run_1/pdn.png
Drawn at 4 px/um. Pins as bars on the die edge.
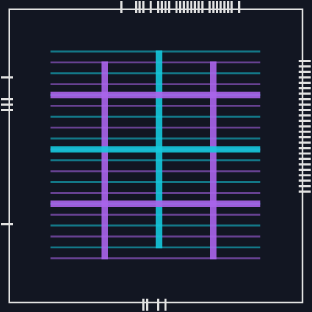
run_1/metal_stack.png
Drawn at 6 px/um.
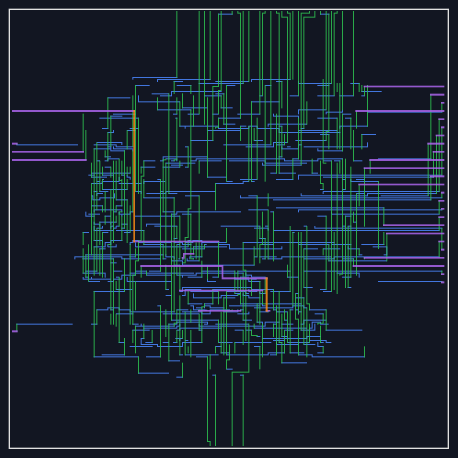
run_1/gate_families.png
Drawn at 4 px/um.
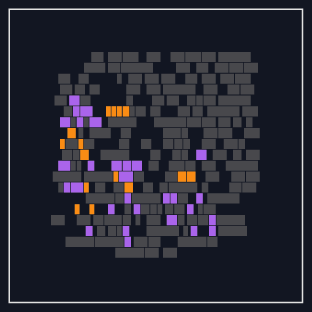
$ cat src/rtl/uart_tx_arbiter.sv
// uart_tx_arbiter
//   Round-robin arbiter sharing one UART transmitter between NUM_REQ
//   byte-stream requesters. A grant is held for a whole packet, which ends
//   on a byte flagged with req_last or after MAX_PKT_LEN bytes, whichever
//   comes first. Exactly one IDLE cycle separates consecutive packets.
//
//   Optional build macro: UART_ARB_HEADER_EN
//     When defined, each packet is preceded by one source byte
//     (8'hA0 | grant_id). The header byte does not count towards MAX_PKT_LEN.
//
// Ports
//   clk        system clock
//   reset      synchronous, active-high reset
//   req_data   requester i byte on [i*DATA_WIDTH +: DATA_WIDTH]
//   req_valid  per-requester byte valid
//   req_last   per-requester end-of-packet flag, qualified by req_valid
//   req_ready  per-requester accept; only the grantee is ever readied
//   tx_data    byte to the UART transmitter
//   tx_valid   byte valid to the UART transmitter
//   tx_ready   UART transmitter accept
//   grant_id   current or most recent grantee (registered)
//   busy       high while a grant is held (registered)
//
// States
//   state  | meaning
//   S_IDLE | no grant; round-robin search over req_valid
//   S_HDR  | sending the source header byte (UART_ARB_HEADER_EN only)
//   S_DATA | grantee bytes passed straight through to the UART
module uart_tx_arbiter #(
  parameter int NUM_REQ     = 4,
  parameter int DATA_WIDTH  = 8,
  parameter int MAX_PKT_LEN = 16
) (
  input  logic                          clk,
  input  logic                          reset,
  input  logic [NUM_REQ*DATA_WIDTH-1:0] req_data,
  input  logic [NUM_REQ-1:0]            req_valid,
  input  logic [NUM_REQ-1:0]            req_last,
  output logic [NUM_REQ-1:0]            req_ready,
  output logic [DATA_WIDTH-1:0]         tx_data,
  output logic                          tx_valid,
  input  logic                          tx_ready,
  output logic [$clog2(NUM_REQ)-1:0]    grant_id,
  output logic                          busy
);

  localparam int            GW        = $clog2(NUM_REQ);
  localparam logic [GW-1:0] LAST_INIT = GW'(NUM_REQ - 1);
  localparam logic [7:0]    CAP_CNT   = 8'(MAX_PKT_LEN - 1);
  localparam logic [7:0]    HDR_BASE  = 8'hA0;

  typedef enum logic [1:0] {
    S_IDLE = 2'd0,
`ifdef UART_ARB_HEADER_EN
    S_HDR  = 2'd1,
`endif
    S_DATA = 2'd2
  } state_t;

  state_t                state;
  logic [GW-1:0]         last_grant;
  logic [7:0]            beat_cnt;

  logic                  pick_found;
  logic [GW-1:0]         pick_id;
  logic [GW-1:0]         scan_idx;

  logic [DATA_WIDTH-1:0] gnt_data;
  logic                  gnt_valid;
  logic                  gnt_last;

  // Round-robin search: first valid requester starting just after the
  // previous grantee, wrapping around.
  always_comb begin
    pick_found = 1'b0;
    pick_id    = '0;
    scan_idx   = '0;
    for (int k = 1; k <= NUM_REQ; k++) begin
      scan_idx = GW'((int'(last_grant) + k) % NUM_REQ);
      if (!pick_found && req_valid[scan_idx]) begin
        pick_found = 1'b1;
        pick_id    = scan_idx;
      end
    end
  end

  // Mux out the grantee's request signals.
  always_comb begin
    gnt_data  = '0;
    gnt_valid = 1'b0;
    gnt_last  = 1'b0;
    for (int i = 0; i < NUM_REQ; i++) begin
      if (grant_id == GW'(i)) begin
        gnt_data  = req_data[i*DATA_WIDTH +: DATA_WIDTH];
        gnt_valid = req_valid[i];
        gnt_last  = req_last[i];
      end
    end
  end

  // Output decode. In DATA the grantee path is combinational so a packet
  // streams at full rate with no added latency.
  always_comb begin
    tx_data   = '0;
    tx_valid  = 1'b0;
    req_ready = '0;
    case (state)
`ifdef UART_ARB_HEADER_EN
      S_HDR: begin
        tx_data  = DATA_WIDTH'(HDR_BASE | 8'(grant_id));
        tx_valid = 1'b1;
      end
`endif
      S_DATA: begin
        tx_data  = gnt_data;
        tx_valid = gnt_valid;
        for (int i = 0; i < NUM_REQ; i++) begin
          req_ready[i] = tx_ready && (grant_id == GW'(i));
        end
      end
      default: begin
        tx_data   = '0;
        tx_valid  = 1'b0;
        req_ready = '0;
      end
    endcase
  end

  always_ff @(posedge clk) begin
    if (reset) begin
      state      <= S_IDLE;
      last_grant <= LAST_INIT;
      grant_id   <= '0;
      beat_cnt   <= '0;
    end else begin
      case (state)
        S_IDLE: begin
          if (pick_found) begin
            grant_id <= pick_id;
            beat_cnt <= '0;
`ifdef UART_ARB_HEADER_EN
            state    <= S_HDR;
`else
            state    <= S_DATA;
`endif
          end
        end
`ifdef UART_ARB_HEADER_EN
        // Header is always valid, so tx_ready alone completes it.
        S_HDR: begin
          if (tx_ready) begin
            state <= S_DATA;
          end
        end
`endif
        S_DATA: begin
          if (gnt_valid && tx_ready) begin
            beat_cnt <= beat_cnt + 8'd1;
            if (gnt_last || (beat_cnt == CAP_CNT)) begin
              last_grant <= grant_id;
              state      <= S_IDLE;
            end
          end
        end
        default: state <= S_IDLE;
      endcase
    end
  end

  assign busy = (state != S_IDLE);

endmodule

$ cat config.mk
export PLATFORM = sky130hd
export DESIGN_NAME = uart_tx_arbiter
export DESIGN_NICKNAME = d
export VERILOG_FILES = /design/src/rtl/uart_tx_arbiter.sv
export SDC_FILE = /design/constraint.sdc
export NUM_CORES = 1
export LEC_CHECK = 0
export ABC_CLOCK_PERIOD_IN_PS = 2900
export CORE_MARGIN = 10
export CORE_UTILIZATION = 38
export DETAILED_ROUTE_END_ITERATION = 10
export PLACE_DENSITY_LB_ADDON = 0.05
export SYNTH_ARGS = -nofsm -noshare
export SYNTH_HDL_FRONTEND = slang
export SYNTH_SLANG_ARGS = --single-unit
$ cat constraint.sdc
create_clock -name clk -period 2.9 [get_ports clk]
set_clock_uncertainty 0.2 [all_clocks]
set_input_delay 0.87 -clock clk [delete_from_list [all_inputs] [get_ports clk]]
set_output_delay 0.87 -clock clk [all_outputs]
set_load 0.005 [all_outputs]
==> changes_impl.md, run 1 <==
## Implementation

* Crit path max fanout at 1
* Sequential power at approximately 0.20 mW
* Kind of critical path: input pin to output pin
* Largest net degree at the start of global routing at 11
* CP max stage delay at 450 ps
* Setup TNS at 0 ps
* Worst EP arrival at 1830 ps
* Log Warnings at 26
* Hold-fix buffers, CTS at 0
* Met2 Usage GRT at 0.227
* 1st-pass router iterations at 4
* Fin crit share at 1.00
* Data required time at the worst endpoint at 1830 ps
* Clk buf depth at 2
* Cell Type Count at 41
* CTS Root Cell: clkbuf_4
* Final Cell Area at 1780 um^2
* CP top delay family: multiplexers
* Area Overhead vs Synth at 67.1%
* Routed len/inst at 16.8 um
* WL final at 3790 um
* Routed wl met2 at between 1500 and 2000 um
* IO Port Bufs at 58
* Metal3 WL at 234 um
* Fraction of layout cells with a size suffix above 1 at 0.294
* TritonCTS clock tree: done
* Static Leak at around 0.76 nW
* Final ANT Viol Nets at 0
* Sequential share of power at 0.360
* Top-area cell share at 0.244
* Cell Rows at 19
* Synth Warn # at 0
* Gp weighted congestion at 0.760
* Synth area leader: dfxtp_1
* Layout Cells excl Fill at between 200 and 250
* Hold Crit Class: flip-flop to flip-flop
* Setup-failing EPs final at 0
* Antenna Diode Count at 0
* Status: finished clean
* Multiplexer share at 0.221
* Max Used Layer: met4
* DRC viols at 0
* Global-route track usage on met3 at 0.0422
* Top non-seq family: simple AND/OR/NAND/NOR gates
* Minimum clock period after layout at 2900 ps
* Ports at 59
* Internal Power at 0.382 mW
* Setup bufs post-CTS at 1
* Vias/cell at around 5.5
* Later-pin clock latency in the skew report at 290 ps
* Placed cells at 220
* # H-tree levels at 1
* Post-Syn Nets at 167
* Switching part of the total at 0.293
* Relative slew margins at 0.706
* Critical path's slowest cell: mux4_2
* Share of power burned in the clock network at 0.216
* CP Launch Type: input pin
* Adder Share, Synth at 0.0118
* Psw at 0.158 mW
* CP Buf/Inv Count at 2
* Gate power share at 0.424
* Mapped Avg Cell Area at 8.66 um^2
* Yosys stat area at 1060 um^2
* Max cap viols at 0
* Registers, synthesis at 13
* Comb. pwr at 0.229 mW
* Worst-margin pin slew at around 440 ps
* GRT Util Overall at 0.133
* Cell Chain, Critical Path: dlygate4sd2_1, mux4_2, and2_4, buf_6
* Gr busiest metal: met2
* Hold Path Cell Cnt at 2
* Dpl cell area at 1760 um^2
* Pwr dens at 303 nW/um^2
* CTS resizes at roughly 100
* Achievable frequency at ~340 MHz
* Fp_density at 0.393
* Nets at 239
* Hold Fails Final Rpt at 0
* Critical Path End Type: output pin
* DR vias at 1,241
* Top cells by area: dfxtp_1 24%, mux4_2 19%, and2_1 6.5%
* Basic Gates by Area at 0.280
* Complex Gates by Area at 0.186
* EDFF count, synth at 0
* Mapped Cells at between 100 and 150
Back to the opening pictures, pdn.png:
net	colour
VDD	cyan
VSS	purple
met1 rails	20
met5 straps	3
rows	19
die height: 72.9 um
Max rail drop VDD: 397 uV
die x size: 72.9 um
core area: 2710 um^2

Back to the opening pictures, metal_stack.png:
layer	colour	wire length
met2	green	1,950 um
met1	blue	1,580 um
met3	purple	234 um
met4	orange	27.2 um

Back to the opening pictures, gate_families.png:
family	colour	cells	most used
inverting AOI/OAI gates	purple	29	a21oi_1
NOR gates	orange	15	nor2_1
logic share of the area: 0.432
Top cell excl fill/tap: clkdlybuf4s15_1

==> run 1: layout by cell type (no fill, tap or decap), drive strengths merged, types with 2 or more instances in the layout <==
| cell type | synthesis | final |
|---|---|---|
| a21oi | 9 | 9 |
| a311oi | 2 | 2 |
| and2 | 11 | 11 |
| buf | 4 | 30 |
| clkbuf | 4 | 3 |
| clkdlybuf4s15 | 0 | 27 |
| clkdlybuf4s50 | 0 | 8 |
| dfxtp | 13 | 13 |
| dlygate4sd2 | 0 | 9 |
| inv | 5 | 5 |
| mux2 | 2 | 2 |
| mux4 | 9 | 9 |
| nand2 | 8 | 8 |
| nand3 | 3 | 3 |
| nor2 | 9 | 9 |
| nor2b | 4 | 4 |
| o21ai | 8 | 8 |
| o21bai | 2 | 2 |
| o221ai | 2 | 2 |
| or2 | 3 | 3 |
| or3 | 5 | 5 |
| or4 | 3 | 3 |
==> run 1: cell usage after synthesis (2+ instances only) <==
| library cell | count |
|---|---|
| a21oi_1 | 9 |
| a311oi_1 | 2 |
| and2_1 | 11 |
| clkbuf_1 | 4 |
| dfxtp_1 | 13 |
| inv_1 | 5 |
| mux2_2 | 2 |
| mux4_2 | 9 |
| nand2_1 | 8 |
| nand3_1 | 3 |
| nor2_1 | 9 |
| nor2b_1 | 4 |
| o21ai_0 | 8 |
| o21bai_1 | 2 |
| o221ai_1 | 2 |
| or2_2 | 3 |
| or3_1 | 3 |
| or3_2 | 2 |
| or4_1 | 2 |
==> run 1: worst paths after layout <==
check | start | end | slack [ps]
setup / recovery | req_data[9] | tx_data[1] | 0.2
setup reg to reg | grant_id[1]$_SDFFE_PP0P_ | beat_cnt[5]$_SDFFE_PP0P_ | 600
hold reg to reg | beat_cnt[6]$_SDFFE_PP0P_ | beat_cnt[6]$_SDFFE_PP0P_ | 310
hold / removal | beat_cnt[6]$_SDFFE_PP0P_ | beat_cnt[6]$_SDFFE_PP0P_ | 310
==> run 1: sequential cells by signal, summed over array words and instances (netlist names) <==
register / count
state: 1
beat_cnt: 8
grant_id: 2
last_grant: 2
==> run 1: worst reg2reg max path, cell delays in order, from the launching register on <==
cell	delay [ps]
dfxtp_1	440
buf_4	230
mux2_4	320
buf_4	140
a222oi_1	460
buf_4	220
o21ai_0	100
a21oi_1	120
==> run 1: metrics by stage <==
stage / setup slack (ps) / utilization / hold WS (ps) / total power [mW]
floorplan: 359 / - / 247 / 0.298
global placement: -515 / 0.650 / 264 / 0.429
global route: -15.3 / 0.657 / 347 / 0.568
detailed placement: -526 / 0.650 / 299 / 0.436
finish: 0.221 / 0.657 / 313 / 0.540
CTS: 1.13 / 0.636 / 312 / 0.526
==> run 1: layout make-up <==
type,instances,area [um^2]
repair buffers,75,666
flip-flops and latches,13,260
multi-input cells,97,768
clock buffers,3,22.5
fillers,236,931
well taps,31,38.8
inverters,5,18.8
clock inverters,1,5.00
==> run 1: logic make-up (layout without fill, tap and decap cells) <==
logic type | after synthesis | after routing
DFF | 13 | 13
and+or+nand+nor | 53 | 53
adders and majority gates | 1 | 1
muxes | 12 | 12
AOI/OAI and AO/OA | 31 | 31
buffers and inverters | 13 | 84
--- run 2 (diff from run 1) ---
--- a/config.mk
+++ b/config.mk
@@ -8,6 +8,7 @@
 export ABC_CLOCK_PERIOD_IN_PS = 2900
 export CORE_MARGIN = 10
 export CORE_UTILIZATION = 38
+export CTS_CLUSTER_SIZE = 16
 export DETAILED_ROUTE_END_ITERATION = 10
 export PLACE_DENSITY_LB_ADDON = 0.05
 export SYNTH_ARGS = -nofsm -noshare
==> changes_impl.md, run 2 <==
## Implementation

* Status: finished clean
* IO Port Bufs at 58 (unchanged)
* Dpl cell area at 1760 um^2 (unchanged)
* CP Launch Type: input pin
* TritonCTS clock tree: done
* Hold Slack at 313 ps (unchanged)
* Gp weighted congestion at 0.760 (unchanged)
* Sequential share of power at 0.360 (about the same)
* Hold Path Cell Cnt at 2 (unchanged)
* Antenna Diode Count at 0 (unchanged)
* Critical R2R Launch: grant_id[1]$_SDFFE_PP0P_
* Final design utilization at 0.657 (unchanged)
* Hold Crit Class: flip-flop to flip-flop
* Achievable frequency at 345 MHz (unchanged)
* Design Power at 0.540 mW (unchanged)
* Top-area cell share at 0.244 (unchanged)
* Most instantiated library cell after synthesis: dfxtp_1
* Crit path max fanout at 1 (unchanged)
* Synth Warn # at 0 (unchanged)
* Pwr dens at 303 nW/um^2 (unchanged)
* Worst-margin pin slew at 442 ps (unchanged)
* # H-tree levels at 1 (unchanged)
* Core area at 2710 um^2 (unchanged)
* Final worst slack at 0.221 ps (unchanged)
* Worst EP arrival at 1830 ps (about the same)
* Reg area at 260 um^2 (unchanged)
* Share of power burned in the clock network at 0.216 (about the same)
* Max reg flops at 8 (unchanged)
* Final ANT Viol Nets at 0 (unchanged)
* Hold-fix buffers, CTS at 0 (unchanged)
* Reg2reg end: beat_cnt[5]$_SDFFE_PP0P_
* Yosys stat area at 1060 um^2 (unchanged)
* Start point of the worst hold path: beat_cnt[6]$_SDFFE_PP0P_
* Synth area leader: dfxtp_1
* Data required time at the worst endpoint at 1830 ps (about the same)
* Fraction of layout cells with a size suffix above 1 at 0.294 (unchanged)
* WHS Endpoint: beat_cnt[6]$_SDFFE_PP0P_
* Static Leak at 0.764 nW (unchanged)
* Top cells excl fill/tap: 27 x clkdlybuf4s15_1, 17 x buf_4, 13 x dfxtp_1
* Registers, synthesis at 13 (unchanged)
* DR vias at 1,241 (unchanged)
* Setup-failing EPs final at 0 (unchanged)
* Gate power share at 0.424 (about the same)
* Hold Fails Final Rpt at 0 (unchanged)
* Routed len/inst at 16.8 um (unchanged)
* Top reg by flops: beat_cnt
* Clk buf depth at 2 (unchanged)
* Cell Rows at 19 (unchanged)
* Pre-CTS setup slack at -526 ps (unchanged)
* Area Overhead vs Synth at 67.1% (unchanged)
* Internal Power at 0.382 mW (unchanged)
* Fp_density at 0.393 (unchanged)
* Cell Type Count at 41 (unchanged)
* Largest regs: beat_cnt (8), grant_id (2), last_grant (2)
* Final Cell Area at 1780 um^2 (unchanged)
* WL final at 3790 um (unchanged)
* Switching part of the total at 0.293 (unchanged)
* Relative slew margins at 0.706 (unchanged)
* Psw at 0.158 mW (unchanged)
* Post-Syn Nets at 167 (unchanged)
* Largest net degree at the start of global routing at 11 (unchanged)
[run 2: cell counts after synthesis]
Identical to the previous run, type by type.
[run 2: power by group through the flow]
stage	clock network (mW)	logic [mW]	registers, mW
finish	0.116	0.229	0.195
global route	0.125	0.247	0.196
CTS	0.115	0.217	0.194
detailed placement	0	0.238	0.198
global placement	0	0.231	0.198
floorplan	0	0.103	0.195
[run 2: worst max path at each step]
stage / end / slack (ps) / cells after the start
floorplan: tx_data[0] / 360 / 2
global placement: tx_data[2] / -510 / 4
detailed placement: tx_data[3] / -530 / 4
CTS: tx_data[6] / 1 / 4
global route: tx_data[1] / -20 / 4
finish: tx_data[1] / 0.2 / 4
[run 2: critical path, cell delays in order]
cell	delay (ps)
dlygate4sd2_1	220
mux4_2	450
and2_4	180
buf_6	110
[run 2: cell type report]
cell class | instances | share of cell area
multi-input combinational | 97 | 0.432
timing repair buffer | 75 | 0.374
sequential | 13 | 0.146
tap | 31 | 0.0218
clock buffer | 3 | 0.0127
inverter | 5 | 0.0105
clock inverter | 1 | 0.00281
[run 2: timing repair]
action | CTS | global route
pin swaps | 6 | 3
setup endpoints to repair | 13 | 10
resized | 101 | 28
setup buffers | 1 | 0
hold endpoints to repair | 0 | 0
[run 2: cell families after synthesis]
group / synth area share
AND/OR/NAND/NOR: 0.280
AND-OR/OR-AND: 0.186
buffers and inverters: 0.0576
flip-flops: 0.244
multiplexers: 0.221
adder cells (fa/ha/maj): 0.0117
[run 2: layer usage]
metal / track usage / routed length [um] / vias up
met5: 0 / 0 / -
met2: 0.227 / 1950 / 39
met4: 0.0316 / 27 / 0
li1: - / - / 600
met1: 0.157 / 1580 / 598
met3: 0.0422 / 234 / 4
run_2/final_clocks.png
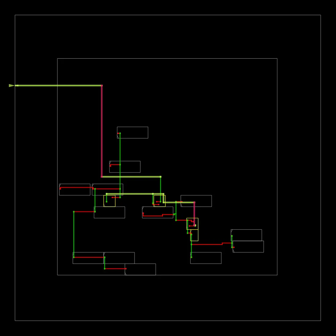
later-pin clock latency in the skew report: 290 ps
clock buffers: 3
total CTS buffers: 3
registers: 13

run_2/gate_families.png
Drawn at 4 px/um.
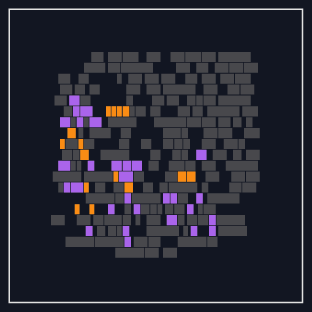

--- run 3 (diff from run 2) ---
--- a/config.mk
+++ b/config.mk
@@ -6,7 +6,6 @@
 export NUM_CORES = 1
 export LEC_CHECK = 0
 export ABC_CLOCK_PERIOD_IN_PS = 2900
-export CORE_MARGIN = 10
 export CORE_UTILIZATION = 38
 export CTS_CLUSTER_SIZE = 16
 export DETAILED_ROUTE_END_ITERATION = 10
run_3/gate_families.png
Drawn at 4 px/um.
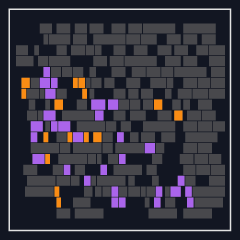
family	colour	cells	most used
inverting AOI/OAI gates	purple	29	a21oi_1
NOR gates	orange	15	nor2_1

==> changes_impl.md, run 3 <==
## Implementation

* Sequential share of power at 0.355 (-0.005)
* Status: finished clean
* Final worst slack at 38.4 ps (+38.2 ps)
* Share of power burned in the clock network at 0.206 (-0.010)
* Final ANT Viol Nets at 0 (unchanged)
* Pwr dens at 298 nW/um^2 (-1.7%)
* Largest regs: beat_cnt (8), grant_id (2), last_grant (2)
* Setup-failing EPs final at 0 (unchanged)
* CP max stage delay at 460 ps (about the same)
* Yosys stat area at 1060 um^2 (unchanged)
* Top-area cell share at 0.244 (unchanged)
* Synth Warn # at 0 (unchanged)
* Gp weighted congestion at 0.812 (+7.0%)
* Post-Syn Nets at 167 (unchanged)
* Static Leak at 0.770 nW (+0.82%)
* CP Launch Type: input pin
* DR vias at 1,240 (-0.081%)
* Cell Chain, Critical Path: clkdlybuf4s15_1, mux4_2, and2_1, buf_2
* Critical path's slowest cell: mux4_2
* TritonCTS clock tree: done
* Max reg flops at 8 (unchanged)
* Top reg by flops: beat_cnt
* Data required time at the worst endpoint at 1830 ps (about the same)
* Switching part of the total at 0.282 (-0.0103)
* Routed len/inst at 14.7 um (-13%)
* Fp_density at 0.415 (+0.0218)
* Clk buf depth at 2 (unchanged)
* Relative slew margins at 0.746 (+0.0405)
* Worst EP arrival at 1790 ps (-40 ps)
* Antenna Diode Count at 0 (unchanged)
* Worst-margin pin slew at 377 ps (-64.2 ps)
* Fraction of layout cells with a size suffix above 1 at 0.308 (+0.0139)
* Cell Type Count at 41 (unchanged)
* Most instantiated library cell after synthesis: dfxtp_1
* Hold-fix buffers, CTS at 0 (unchanged)
* Later-pin clock latency in the skew report at 280 ps (about the same)
* Core area at 2570 um^2 (-5.3%)
* IO Port Bufs at 58 (unchanged)
* Achievable frequency at 349 MHz (+1.3%)
* Hold Fails Final Rpt at 0 (unchanged)
* # H-tree levels at 1 (unchanged)
* Internal Power at 0.389 mW (+1.8%)
* Critical R2R Launch: state[1]$_SDFFE_PP0P_
* Area Overhead vs Synth at 70.5%
* Start point of the worst hold path: beat_cnt[7]$_SDFFE_PP0P_
* WL final at 3310 um (-13%)
* Registers, synthesis at 13 (unchanged)
## run 3: layout make-up
class,instances,area [um^2]
multi-input cells,97,773
fillers,203,752
inverters,5,18.8
flip-flops and latches,13,260
well taps,30,37.5
clock inverters,1,5.00
repair buffers,76,698
clock buffers,3,22.5
## run 3: through the flow
step / instance area (um^2) / hold WS (ps) / total power, mW / util
final: 1820 / 297 / 0.542 / 0.707
after global routing: 1820 / 312 / 0.578 / 0.707
after CTS: 1740 / 298 / 0.527 / 0.677
after detailed placement: 1760 / 287 / 0.434 / 0.686
after global placement: 1760 / 263 / 0.427 / 0.686
after floorplan: 1060 / 247 / 0.298 / -
## run 3: power groups by stage
| stage | combinational, mW | sequential, mW | clock (mW) |
|---|---|---|---|
| floorplan | 0.103 | 0.195 | 0 |
| CTS | 0.218 | 0.193 | 0.116 |
| global route | 0.259 | 0.194 | 0.125 |
| detailed placement | 0.237 | 0.197 | 0 |
| finish | 0.238 | 0.192 | 0.112 |
| global placement | 0.231 | 0.196 | 0 |
## run 3: path summary, 6_finish.rpt
check	to	slack [ps]	cells past startpoint
max	tx_data[5]	40	4
min	beat_cnt[7]$_SDFFE_PP0P_	300	2
max reg2reg	beat_cnt[7]$_SDFFE_PP0P_	650	7
min reg2reg	beat_cnt[7]$_SDFFE_PP0P_	300	2
## run 3: what timing repair did
action | 4_1_cts | 5_1_grt
gates resized | 99 | 36
cloned | 0 | 0
pin swaps | 8 | 6
endpoints found under the setup margin | 13 | 8
buffers inserted | 2 | 0
## run 3: cell families after synthesis
| logic type | after synthesis | synth area share |
|---|---|---|
| simple gates | 53 | 0.280 |
| compound gates | 31 | 0.186 |
| buf+inv | 13 | 0.0576 |
| fa+ha+maj | 1 | 0.0117 |
| flops | 13 | 0.244 |
| mux | 12 | 0.221 |
## run 3: routing by layer
metal  share of wire  track usage  up-vias
li1                -            -      606
met4          0.0036       0.0417        0
met3           0.073       0.0656        2
met1            0.41        0.245      593
met5               0            0        -
met2            0.51        0.412       39
## run 3: worst reg2reg max path: cells and delay by family (launching register included)
family                 cells  cell delay [ps]
DFF                        1              480
buffers and inverters      3              380
AOI/OAI and AO/OA          2              230
and+or+nand+nor            2              900
Power and IR drop assume default switching activity.
